### config.mk
export PLATFORM = sky130hd
export DESIGN_NAME = delay_meter
export DESIGN_NICKNAME = d
export VERILOG_FILES = /design/src/rtl/delay_meter.sv
export SDC_FILE = /design/constraint.sdc
export NUM_CORES = 1
export LEC_CHECK = 0
export CORE_UTILIZATION = 50
export DETAILED_ROUTE_END_ITERATION = 10
export PLACE_DENSITY = 0.7
export RECOVER_POWER = 25
export SLEW_MARGIN = 10
export SYNTH_ARGS = -nofsm -noshare
export SYNTH_HDL_FRONTEND = slang
export SYNTH_SLANG_ARGS = --single-unit
### constraint.sdc
create_clock -name clk -period 3.4 [get_ports clk]
set_clock_uncertainty 0.1 [all_clocks]
set_input_delay 0.51 -clock clk [delete_from_list [all_inputs] [get_ports clk]]
set_output_delay 0.51 -clock clk [all_outputs]
set_load 0.005 [all_outputs]
### src/rtl/delay_meter.sv
// Measures drv-rise to fb-rise loop delay in clk cycles and publishes the average of 2^AVG_SHIFT samples.
// Latency: valid pulses the cycle after the final fb edge; no backpressure. Optional min/max tracking: DELAY_METER_MINMAX_EN.
module delay_meter #(
    parameter int CNT_MAX   = 255,
    parameter int AVG_SHIFT = 2,
    localparam int W        = $clog2(CNT_MAX + 1)
) (
    input  logic         clk,
    input  logic         rst_n,
    input  logic         en,
    input  logic         drv,
    input  logic         fb,
    output logic [W-1:0] delay,
    output logic         valid,
    output logic         timeout
`ifdef DELAY_METER_MINMAX_EN
    ,
    output logic [W-1:0] dly_min,
    output logic [W-1:0] dly_max
`endif
);

    localparam int AW = W + AVG_SHIFT;
    localparam int NW = AVG_SHIFT + 1;
    localparam logic [NW-1:0] NLAST = NW'((1 << AVG_SHIFT) - 1);
    localparam logic [W-1:0]  CMAX  = W'(CNT_MAX);

    typedef enum logic {IDLE, MEAS} state_t;

    state_t        state, state_nxt;
    logic [W-1:0]  cnt, cnt_nxt, sample;
    logic [AW-1:0] acc, sum;
    logic [NW-1:0] nsamp;
    logic          drv_d, fb_d, rise_drv, rise_fb, rec, tmo_set;

    assign rise_drv = drv & ~drv_d;
    assign rise_fb  = fb & ~fb_d;
    assign sum      = acc + AW'(sample);

    always_comb begin
        state_nxt = state;
        cnt_nxt   = cnt;
        rec       = 1'b0;
        sample    = '0;
        tmo_set   = 1'b0;
        if (!en) begin
            state_nxt = IDLE;
            cnt_nxt   = '0;
        end else begin
            case (state)
                IDLE: begin
                    if (rise_drv && rise_fb) begin
                        rec = 1'b1;
                    end else if (rise_drv) begin
                        state_nxt = MEAS;
                        cnt_nxt   = W'(1);
                    end
                end
                MEAS: begin
                    if (rise_fb) begin
                        rec    = 1'b1;
                        sample = cnt;
                        if (rise_drv) begin
                            cnt_nxt = W'(1);
                        end else begin
                            state_nxt = IDLE;
                            cnt_nxt   = '0;
                        end
                    end else if (rise_drv) begin
                        // A new drive edge supersedes the pending attempt.
                        cnt_nxt = W'(1);
                    end else if (cnt == CMAX) begin
                        tmo_set   = 1'b1;
                        state_nxt = IDLE;
                        cnt_nxt   = '0;
                    end else begin
                        cnt_nxt = cnt + W'(1);
                    end
                end
                default: state_nxt = IDLE;
            endcase
        end
    end

    always_ff @(posedge clk or negedge rst_n) begin
        if (!rst_n) begin
            state   <= IDLE;
            cnt     <= '0;
            acc     <= '0;
            nsamp   <= '0;
            drv_d   <= 1'b0;
            fb_d    <= 1'b0;
            delay   <= '0;
            valid   <= 1'b0;
            timeout <= 1'b0;
`ifdef DELAY_METER_MINMAX_EN
            dly_min <= CMAX;
            dly_max <= '0;
`endif
        end else begin
            drv_d <= drv;
            fb_d  <= fb;
            state <= state_nxt;
            cnt   <= cnt_nxt;
            valid <= 1'b0;
            if (!en) begin
                acc   <= '0;
                nsamp <= '0;
`ifdef DELAY_METER_MINMAX_EN
                dly_min <= CMAX;
                dly_max <= '0;
`endif
            end else begin
                if (tmo_set) begin
                    timeout <= 1'b1;
                end
                if (rec) begin
                    if (nsamp == NLAST) begin
                        delay   <= W'(sum >> AVG_SHIFT);
                        valid   <= 1'b1;
                        timeout <= 1'b0;
                        acc     <= '0;
                        nsamp   <= '0;
                    end else begin
                        acc   <= sum;
                        nsamp <= nsamp + NW'(1);
                    end
`ifdef DELAY_METER_MINMAX_EN
                    if (sample < dly_min) dly_min <= sample;
                    if (sample > dly_max) dly_max <= sample;
`endif
                end
            end
        end
    end

endmodule
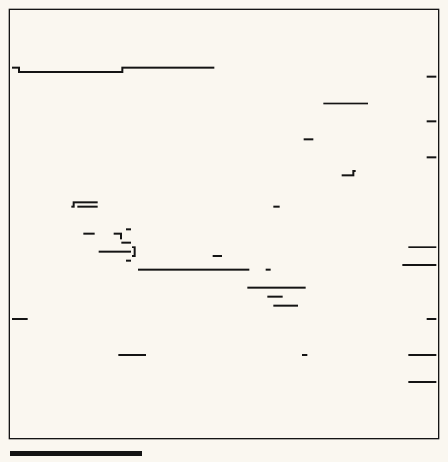
Figure 1: signal wires on met3.
Scale bar: 20 microns.
23 nets have wire on it. The longest straight run is 16.6 microns. The layer carries 120 microns of wire.
fraction of met3 tracks used by global routing: 0.04401
total via count in the routed design: 1,585

==> run notes <==
The layout was made with Yosys and OpenROAD.

The total power is 0.7468 mW. The number of slew-limit violations in the final report is 35. The clock tree has to reach 34 sinks.

The period utilization is 0.9149. Setup repair after global routing left no endpoint under its margin. For this run, the number of Yosys warnings is 0. Counting along the longest clock path gives a buffer depth of 2. The worst setup path is captured at a flop. The instance tally after logic synthesis is 194. The fraction of post-synthesis cell area in the top cell type by area is 0.4312. The cell with the largest stage delay on the worst path is sky130_fd_sc_hd__clkdlybuf4s50_1. Checking max transition, the worst relative margin is -0.2174. TritonCTS built the clock tree. The mapped netlist covers 1973 sq um. The count of flip-flops with a built-in enable after synthesis is 0. The aggregate global-route resource usage is 0.2338. Warnings raised by the tools during the run amount to 26. The register bit total from synthesis is 34. The library cell occupying the most area in the post-synthesis netlist is sky130_fd_sc_hd__dfrtp_1. The via count of the first global-routing pass was 1,549. Pin placement for this block handled 15 I/O pins. The analysis reports a worst IR drop on VDD of 225.7 uV. The starting density of the core is 0.5310. Per the placement log, port buffering inserted 14 buffers. The share of post-route cells with drive strength above 1 is 0.1121. The final reports fail on max-capacitance violations, max-slew violations. In the synthesized netlist the dominant register cell turns out to be sky130_fd_sc_hd__dfrtp_1. The y dimension of the die is 64.82 microns. The final-report hold violation count is 0. The worst path in the final design needs a cycle of 3.111 ns, including I/O delays and setup. The met1 capacity usage during global routing is 0.2862. The count of nets after finishing is 230. After layout, the worst setup slack is 0.2893 ns.

After the first detailed-routing iteration, the DRC count stood at 93. The placed standard-cell area is about 2200 sq um. The depth of the CTS H-tree is 2.

The report lists the cells along the critical path as clkdlybuf4s50_1 > or2b_2 > nor2_2 > buf_4 > nand2_1 > inv_1 > ha_1 > a211oi_1 > nor3_1 > or3b_1 > a22oi_1. The final non-filler cell area is between 2000 and 2500 sq um. The mean instance size in the synthesized netlist is 10.17 sq um. The first global-routing pass estimated 7300 microns of wire. The flow ran to the end, but the final reports show violations. The number of buffers inserted during clock tree synthesis is 5. The minimum setup slack after placement is -0.08007 ns.

The endpoint arrival time on the critical path is 3.21 ns. In the routed design, unresolved DRC markers number 0. The final report gives the core utilization as 0.6034. On the reported timing paths, the clock transition at the registers reads ~0.07 ns. The largest fanout on the critical path is 5. The areal power density over the cells is about 330 nW/um^2. For this run, the register share of the synthesized area comes to 0.4312.

The routed via count divided by cell count is 6.050. The main area contributors are sky130_fd_sc_hd__dfrtp_1, sky130_fd_sc_hd__ha_1, sky130_fd_sc_hd__a21oi_1, sky130_fd_sc_hd__and2_1, sky130_fd_sc_hd__o21ai_0. The total cells reported by yosys after synthesis is roughly 190. The end-of-flow timing check tallies setup violations at 0.

The worst setup path is launched from an input pin. Among cell families on the critical path, the largest total delay comes from simple AND/OR/NAND/NOR gates. The transition time recorded at the tightest slew-check pin is 1.826 ns.

The summed negative setup slack over all endpoints is 0 ns. The growth of design area from synthesis to finish is 13.63%. The upper clock frequency limit is around 0.32 GHz. The critical path contains buffers and inverters numbering 3 combined. The number of max-capacitance violations reported is 1.

Per the skew report, the later register of the worst-skew pair sees a clock latency of 0.29 ns. The count of antenna-violating nets left after detailed routing is 0. The synthesized net count is around 210.

STA puts the critical path data required time at ~3.5 ns. The total wire length is 4197 microns. For this run, asynchronously set or reset flops after synthesis account for 1.000.

The detailed placement HPWL is 3084 microns.
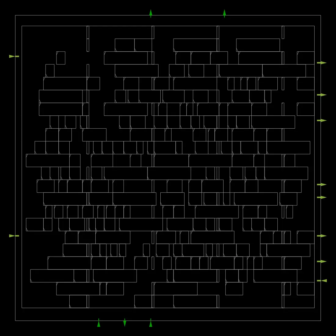
Figure 2: cell placement.
Core ar.: 3716 sq um
proportion of cell area occupied by registers: 0.3795
standard-cell row count: 22
number of inserted filler cells in the final layout: 315
post-route non-filler standard cell count: 262

-- repair_timing --
item,in CTS,in global routing
gates resized,0,1
setup buffers,0,0
setup endpoints to repair,0,2
hold buffers,0,0
-- cell usage after synthesis (all sizes together) (3+ instances only) --
master,number
a22o,7
or4,4
nand3,10
buf,6
nor3,3
nand2b,3
o21ai,11
and2,9
nor2b,3
a21o,4
inv,7
a21oi,13
mux2,3
nor2,6
nand2,14
o31ai,4
nand4,4
a211oi,5
o211ai,5
ha,10
dfrtp,34
-- placed cells by master (no fill, tap or decap), types with 4 or more instances in the layout --
master and count:
sky130_fd_sc_hd__nand4_1 4, sky130_fd_sc_hd__inv_1 6, sky130_fd_sc_hd__o211ai_1 5, sky130_fd_sc_hd__nand2_1 14, sky130_fd_sc_hd__a21oi_1 13, sky130_fd_sc_hd__ha_1 10
sky130_fd_sc_hd__and2_1 9, sky130_fd_sc_hd__nor2_1 5, sky130_fd_sc_hd__or4_1 4, sky130_fd_sc_hd__buf_4 5, sky130_fd_sc_hd__a21o_1 4, sky130_fd_sc_hd__clkbuf_8 5
sky130_fd_sc_hd__o31ai_1 4, sky130_fd_sc_hd__dfrtp_1 34, sky130_fd_sc_hd__o21ai_0 11, sky130_fd_sc_hd__nand3_1 10, sky130_fd_sc_hd__clkdlybuf4s50_1 12, sky130_fd_sc_hd__a211oi_1 4
sky130_fd_sc_hd__a22o_1 6
-- tightest hold or removal path, cell delays in order, from the launching register on --
cell and delay [ns]:
sky130_fd_sc_hd__dfrtp_1 0.35, sky130_fd_sc_hd__nand2_1 0.05, sky130_fd_sc_hd__nand3_1 0.06
-- through the flow --
stage	std cells	hold WS, ns
2_1_floorplan	194	0.1144
3_3_place_gp	255	0.3659
3_5_place_dp	255	0.3706
4_1_cts	262	0.3865
5_1_grt	262	0.4171
6_report	262	0.3850
-- final cells by class --
class	count	area, sq um	area share
well taps	48	60.06	0.02679
clock buffers	7	76.32	0.03404
flip-flops and latches	34	850.8	0.3795
multi-input cells	146	1047	0.4671
repair buffers	20	181.4	0.08092
inverters	7	26.28	0.01172
-- cell families after synthesis --
family | share of synthesized area
adders and majority gates | 0.07356
xor gates and xnor gates | 0.01776
DFF | 0.4312
buffers and inverters | 0.03931
and+or+nand+nor | 0.1877
muxes | 0.02219
AOI/OAI and AO/OA | 0.2283
-- state kept, by name (all words and copies together), names as in the netlist --
signal / count
acc: 10
cnt: 8
delay: 8
nsamp: 3
drv_d: 1
fb_d: 1
state: 1
timeout: 1
valid: 1
-- per-layer routing --
metal / vias up / wire, microns
met5: - / 0
met4: 0 / 102
met3: 13 / 119
met2: 40 / 2085
met1: 767 / 1890
li1: 765 / -
-- worst paths after layout --
| path | from | to | slack (ns) | cells past startpoint |
|---|---|---|---|---|
| max | fb | acc[9] | 0.29 | 11 |
| min | delay[7] | delay[7] | 0.38 | 2 |
| max reg2reg | state | acc[9] | 0.62 | 10 |
| min reg2reg | delay[7] | delay[7] | 0.38 | 2 |
| max in group asynchronous | rst_n | cnt[1] | 0.99 | 2 |
| min in group asynchronous | rst_n | delay[6] | 1.15 | 2 |
-- report_power, final --
part	internal, mW	switching [mW]
combinational	0.0164	0.0310
clock	0.141	0.143
sequential	0.410	0.00602
Power figures rest on the tool's default switching activity, not on a simulated workload.
